===== config.mk =====
export PLATFORM = sky130hd
export DESIGN_NAME = bus_arbiter
export DESIGN_NICKNAME = d
export VERILOG_FILES = /design/src/rtl/bus_arbiter.sv
export SDC_FILE = /design/constraint.sdc
export NUM_CORES = 1
export LEC_CHECK = 0
export CORE_MARGIN = 4
export CORE_UTILIZATION = 40
export CTS_CLUSTER_SIZE = 20
export DETAILED_ROUTE_END_ITERATION = 16
export GPL_TIMING_DRIVEN = 1
export HOLD_SLACK_MARGIN = 0.12
export PLACE_DENSITY = 0.76
export REMOVE_ABC_BUFFERS = 1
export SYNTH_ARGS = -nofsm -noshare
export SYNTH_HDL_FRONTEND = slang
export SYNTH_SLANG_ARGS = --single-unit

===== constraint.sdc =====
create_clock -name clk -period 3.1 [get_ports clk]
set_input_delay 0.465 -clock clk [delete_from_list [all_inputs] [get_ports clk]]
set_output_delay 0.465 -clock clk [all_outputs]
set_load 0.01 [all_outputs]

===== src/rtl/bus_arbiter.sv =====
// Two-master round-robin arbiter for the femto req/resp bus.
// Buffers one request per master and issues one transaction at a time.
module bus_arbiter #(
  parameter int XLEN      = 32,
  parameter int BUS_WIDTH = 32,
  parameter int ACC_W     = 2,
  parameter int TIMEOUT   = 255
) (
  input  logic                 clk,
  input  logic                 rstn,
  input  logic [XLEN-1:0]      m0_addr,
  input  logic                 m0_w_rb,
  input  logic [ACC_W-1:0]     m0_acc,
  input  logic [BUS_WIDTH-1:0] m0_wdata,
  input  logic                 m0_req,
  output logic [BUS_WIDTH-1:0] m0_rdata,
  output logic                 m0_resp,
  output logic                 m0_fault,
  input  logic [XLEN-1:0]      m1_addr,
  input  logic                 m1_w_rb,
  input  logic [ACC_W-1:0]     m1_acc,
  input  logic [BUS_WIDTH-1:0] m1_wdata,
  input  logic                 m1_req,
  output logic [BUS_WIDTH-1:0] m1_rdata,
  output logic                 m1_resp,
  output logic                 m1_fault,
  output logic [XLEN-1:0]      s_addr,
  output logic                 s_w_rb,
  output logic [ACC_W-1:0]     s_acc,
  output logic [BUS_WIDTH-1:0] s_wdata,
  output logic                 s_req,
  input  logic [BUS_WIDTH-1:0] s_rdata,
  input  logic                 s_resp,
  input  logic                 s_fault
);

  typedef struct packed {
    logic [XLEN-1:0]      addr;
    logic                 w_rb;
    logic [ACC_W-1:0]     acc;
    logic [BUS_WIDTH-1:0] wdata;
  } req_t;

  typedef enum logic [1:0] {
    IDLE,
    ISSUE,
    WAIT
  } state_t;

  localparam int TW = (TIMEOUT > 0) ? $clog2(TIMEOUT + 1) : 1;
  localparam logic [TW-1:0] TLAST =
    TW'((TIMEOUT > 0) ? TIMEOUT - 1 : 0);

  state_t        state_q, state_d;
  logic          owner_q, owner_d;
  logic          last_q, last_d;
  logic [TW-1:0] timer_q, timer_d;
  logic [1:0]    pend_q, pend_d;
  req_t          buf0_q, buf0_d;
  req_t          buf1_q, buf1_d;
  req_t          sel;
  logic          done_resp;
  logic          done_fault;
  logic          s_req_c;
  logic          winner;

  always_ff @(posedge clk or negedge rstn) begin
    if (!rstn) begin
      state_q <= IDLE;
      owner_q <= 1'b0;
      last_q  <= 1'b1;
      timer_q <= '0;
      pend_q  <= '0;
      buf0_q  <= '0;
      buf1_q  <= '0;
    end else begin
      state_q <= state_d;
      owner_q <= owner_d;
      last_q  <= last_d;
      timer_q <= timer_d;
      pend_q  <= pend_d;
      buf0_q  <= buf0_d;
      buf1_q  <= buf1_d;
    end
  end

  always_comb begin
    state_d    = state_q;
    owner_d    = owner_q;
    last_d     = last_q;
    timer_d    = timer_q;
    s_req_c    = 1'b0;
    done_resp  = 1'b0;
    done_fault = 1'b0;
    winner     = 1'b0;
    unique case (state_q)
      IDLE: begin
        if (|pend_q) begin
          unique case (1'b1)
            (pend_q == 2'b11): winner = ~last_q;
            default:           winner = pend_q[1];
          endcase
          owner_d = winner;
          last_d  = winner;
          state_d = ISSUE;
        end
      end
      ISSUE: begin
        s_req_c = 1'b1;
        timer_d = '0;
        if (s_fault) begin
          done_fault = 1'b1;
          state_d    = IDLE;
        end else if (s_resp) begin
          done_resp = 1'b1;
          state_d   = IDLE;
        end else begin
          state_d = WAIT;
        end
      end
      WAIT: begin
        if (s_resp) begin
          done_resp = 1'b1;
          state_d   = IDLE;
        end else if (TIMEOUT != 0 && timer_q == TLAST) begin
          done_fault = 1'b1;
          state_d    = IDLE;
        end else if (TIMEOUT != 0) begin
          timer_d = timer_q + 1'b1;
        end
      end
      default: state_d = IDLE;
    endcase
  end

  // A completing master cannot re-request in the same cycle: pend is still set.
  always_comb begin
    pend_d = pend_q;
    buf0_d = buf0_q;
    buf1_d = buf1_q;
    if ((done_resp || done_fault) && !owner_q) begin
      pend_d[0] = 1'b0;
    end else if (m0_req && !pend_q[0]) begin
      pend_d[0] = 1'b1;
      buf0_d    = '{m0_addr, m0_w_rb, m0_acc, m0_wdata};
    end
    if ((done_resp || done_fault) && owner_q) begin
      pend_d[1] = 1'b0;
    end else if (m1_req && !pend_q[1]) begin
      pend_d[1] = 1'b1;
      buf1_d    = '{m1_addr, m1_w_rb, m1_acc, m1_wdata};
    end
  end

  assign sel      = owner_q ? buf1_q : buf0_q;
  assign s_addr   = sel.addr;
  assign s_w_rb   = sel.w_rb;
  assign s_acc    = sel.acc;
  assign s_wdata  = sel.wdata;
  assign s_req    = s_req_c;
  assign m0_resp  = done_resp & ~owner_q;
  assign m1_resp  = done_resp & owner_q;
  assign m0_fault = done_fault & ~owner_q;
  assign m1_fault = done_fault & owner_q;
  assign m0_rdata = s_rdata;
  assign m1_rdata = s_rdata;

endmodule


Fig. 1: the metal 1 layer
Supply wires on this layer in gray.
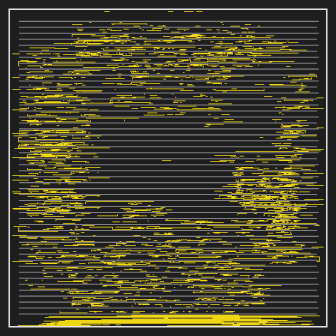
wire length on this layer: 8,110 um
main direction: horizontal
longest straight run: 117 um
routed via count: 4,553
WL final: 19,500 um
met1 Use GR: 23.3%

Fig. 2: clock nets
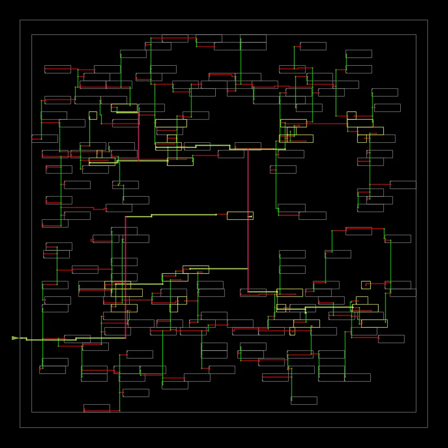
clkbuf count: 17
CTS buffer count: 17
flop count: 148
post-route clock skew: 0.0116 ns

Fig. 3: metal 4
Supply wires on this layer in gray.
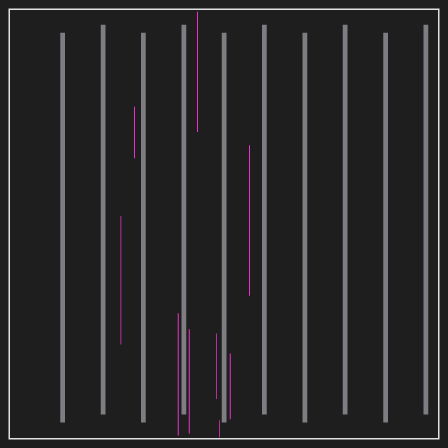
longest straight run: 50.3 um
wire length on this layer: 275 um
share of all routed wire: 1.4%

Fig. 4: port wiring
Bar = 50 um.
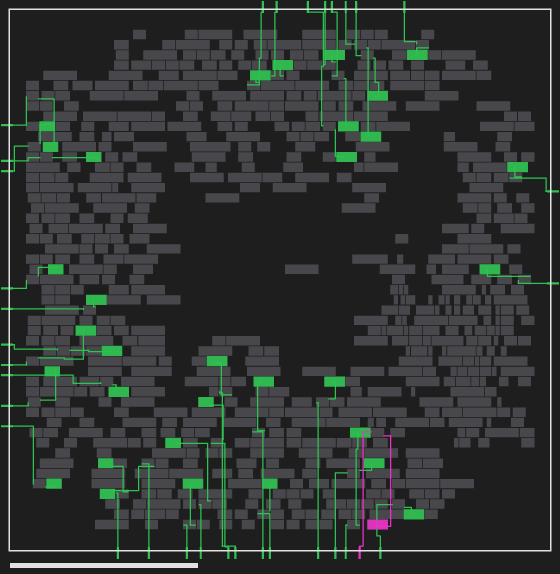
[`m0_wdata`] green | bits: 32 | direction: input | end cells: 32 | buffers: 32 | wire: 918 um
[`m0_w_rb`] magenta | bits: 1 | direction: input | end cells: 1 | buffers: 1 | wire: 64.8 um

Fig. 5: metal layers overlaid
Only two layers are drawn.
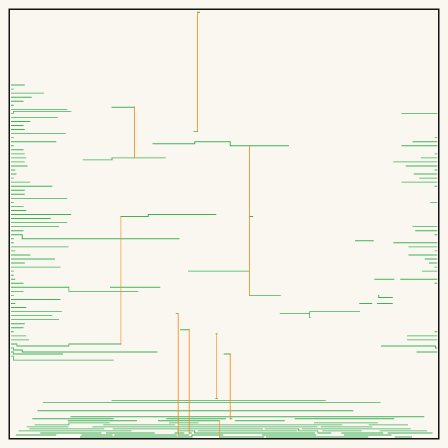
[metal 3] green | wire length: 2,470 um
[metal 4] orange | wire length: 275 um
GRT Util Overall: 18.8%
Avg WL per Cell: 21.5 um

-- timing repair --
item | in CTS | in global routing
endpoints found under the setup margin | 0 | 0
endpoints found under the hold margin | 68 | 0
setup buffers | 0 | 0
hold buffers | 1 | 0
-- layout make-up --
class	count	area, um^2
inverters	4	15.0
fillers	1434	8210
well taps	229	287
clock buffers	17	425
clock inverters	15	165
multi-input cells	272	3040
repair buffers	220	2250
flip-flops and latches	148	3710
-- sequential cells by signal, indices dropped and copies added, names as in the netlist --
signal   count
last_q       1
pend_q       2
timer_q      8
owner_q      1
buf0_q      67
buf1_q      67
state_q      2
-- worst register-to-register path, cell delays in order (launching register included) --
cell	delay (ns)
dfrtp_1	0.37
inv_1	0.08
ha_1	0.27
o21ai_0	0.25
a21oi_1	0.16
nor4b_4	0.41
buf_12	0.30
mux2_2	0.41
-- metrics by stage --
step | power [mW] | setup TNS (ns) | utilization, % | hold WS, ns | std cells
6_report | 10.4 | 0 | 54.6 | 0.503 | 905
5_1_grt | 11.0 | 0 | 54.6 | 0.513 | 905
4_1_cts | 10.5 | 0 | 54.6 | 0.504 | 905
3_5_place_dp | 8.34 | 0 | 51.3 | 0.490 | 872
3_3_place_gp | 8.20 | 0 | 51.3 | 0.484 | 872
2_1_floorplan | 6.19 | -283.48 | - | 0.169 | 424
-- per-layer routing --
layer | part of all wire, % | routed length, um
met4 | 1.4 | 274
met5 | 0.37 | 72
met1 | 42 | 8110
met3 | 13 | 2470
met2 | 44 | 8580
-- logic make-up (layout without fill, tap and decap cells) --
logic type      count (synthesis)  count (layout)
compound gates                 15              15
xor+xnor                        4               4
fa+ha+maj                       5               5
buf+inv                        90             256
flops                         148             148
mux                           205             205
simple gates                   43              43
-- where the power goes --
group          switching [mW]  internal [mW]  leakage (nW)
combinational            1.76           3.15          2.07
sequential              0.494           2.88          1.77
clock                   0.883           1.21         0.284
-- placed cells by master (no fill, tap or decap), types with 5 or more instances in the layout --
cell	count
buf_12	5
clkbuf_16	17
clkdlybuf4s50_1	210
dfrtp_1	146
ha_1	5
inv_6	7
mux2_2	141
mux2_4	60
nand2_1	8
nor2_1	12
-- how the worst max path moves through the flow --
| stage | endpoint | slack [ns] |
|---|---|---|
| 2_1_floorplan | buf0_q[20] | -2.39 |
| 3_5_place_dp | buf0_q[48] | 0.45 |
| 6_report | m0_fault | 0.29 |
| 3_3_place_gp | m1_fault | 0.45 |
| 5_1_grt | m0_fault | 0.10 |
| 4_1_cts | m0_fault | 0.29 |
==> impl_metrics.py <==
# Synthesis and PnR figures
metrics = {
    "status": {
        "outcome": "completed",
    },
    "synthesis": {
        "flop_cell": "dfrtp_1",
        "seq_area_frac_synth_pct": 50.2,
        "syn_inst": 510,
        "ys_types": 39,
        "ys_sh_simple_pct": 4.13,
        "edf_count": 0,
        "ys_sh_adder_pct": 0.847,
        "ys_sh_xor_pct": 0.474,
        "syn_area_um2": 7390,
        "ys_warn_count": 0,
        "yosysMostFrequentCell": "dfrtp_1",
        "ys_sh_aoi_pct": 1.41,
        "ys_ff": 148,
        "synthTopLogicFamily": "multiplexers",
        "yosys-stat-cells": 510,
        "ys_async_sr_fraction_pct": 100,
        "mux_area_share_pct": 34.2,
        "yosys-top-cells-count": "147 x dfrtp_1, 141 x mux2_2, 64 x buf_4, 60 x mux2_4, 12 x nor2_1",
        "yosys-stat-area_um2": 7390,
        "topCellsByArea": "dfrtp_1 50%, mux2_2 21%, mux2_4 12%",
        "avgSynthCellArea_um2": 14.5,
        "yosysTopAreaCell": "dfrtp_1",
    },
    "global_routing": {
        "grt_start_max_net_pins": 72,
        "antenna_found_initial": 0,
        "top_usage_layer": "met2",
        "grt_util_met2_pct": 26.6,
    },
    "timing": {
        "setup_violations": 0,
        "finalHoldViolations": 0,
        "finalCritPeriodShare_pct": 90.6,
        "slew_violations": 0,
        "fmax_mhz": 356,
        "slew_headroom_pct": 54.2,
        "tightest_slew_ns": 0.687,
    },
    "placement": {
        "port_buffers": 211,
        "postPlaceCellArea_um2": 9280,
        "gp_congestion": 0.779,
        "pre_cts_slack_ns": 0.452,
        "dpl.hpwl_um": 14200,
    },
    "cells_and_area": {
        "drive_gt1_share_pct": 37.0,
        "nets": 840,
        "finalInstanceArea_um2": 9880,
        "n_antenna_cell": 0,
        "syn_to_final_growth_pct": 33.7,
    },
    "critical_path": {
        "rr_endpoint": "buf0_q[32]",
        "reg2reg_from": "state_q[0]",
        "cp.arrival_ns": 2.34,
        "crit_type": "register to primary output",
        "r2r_slack_ns": 0.76,
        "cp.depth": 6,
        "slowest_delay_ns": 0.54,
        "critPathLaunch": "state_q[0]",
        "worst-path-max-fanout": 7,
        "rr_worst_depth": 7,
        "cp_num_buf_inv": 2,
        "crit_slowest_cell": "clkdlybuf4s50_1",
    },
    "cts": {
        "cts_resized": 0,
        "insertion_delay_ns": 0.42,
        "cts_tree": "done",
        "ctsLongestPathBuffers": 2,
        "htreeDepth": 4,
        "root_buffer": "clkbuf_16",
    },
    "floorplan": {
        "die_w_um": 144,
        "core_um2": 18100,
        "die-area_um2": 20700,
        "rows": 49,
        "io_pins": 308,
    },
    "hold_path": {
        "hold_class": "register to register",
        "holdCritStartpoint": "buf1_q[27]",
        "min_delay_path_depth": 1,
        "whs_endpoint": "buf1_q[27]",
    },
    "detailed_routing": {
        "ant_nets": 0,
        "drcViolationCount": 0,
    },
    "run": {
        "tool_warnings": 28,
        "cap_violations": 0,
    },
    "power_and_ir_drop": {
        "p_per_area_nw_per_um2": 1050,
        "max-vdd-ir-drop_v": 0.000576,
    },
}
No activity file was given, so power comes from the tool's default toggle rates.
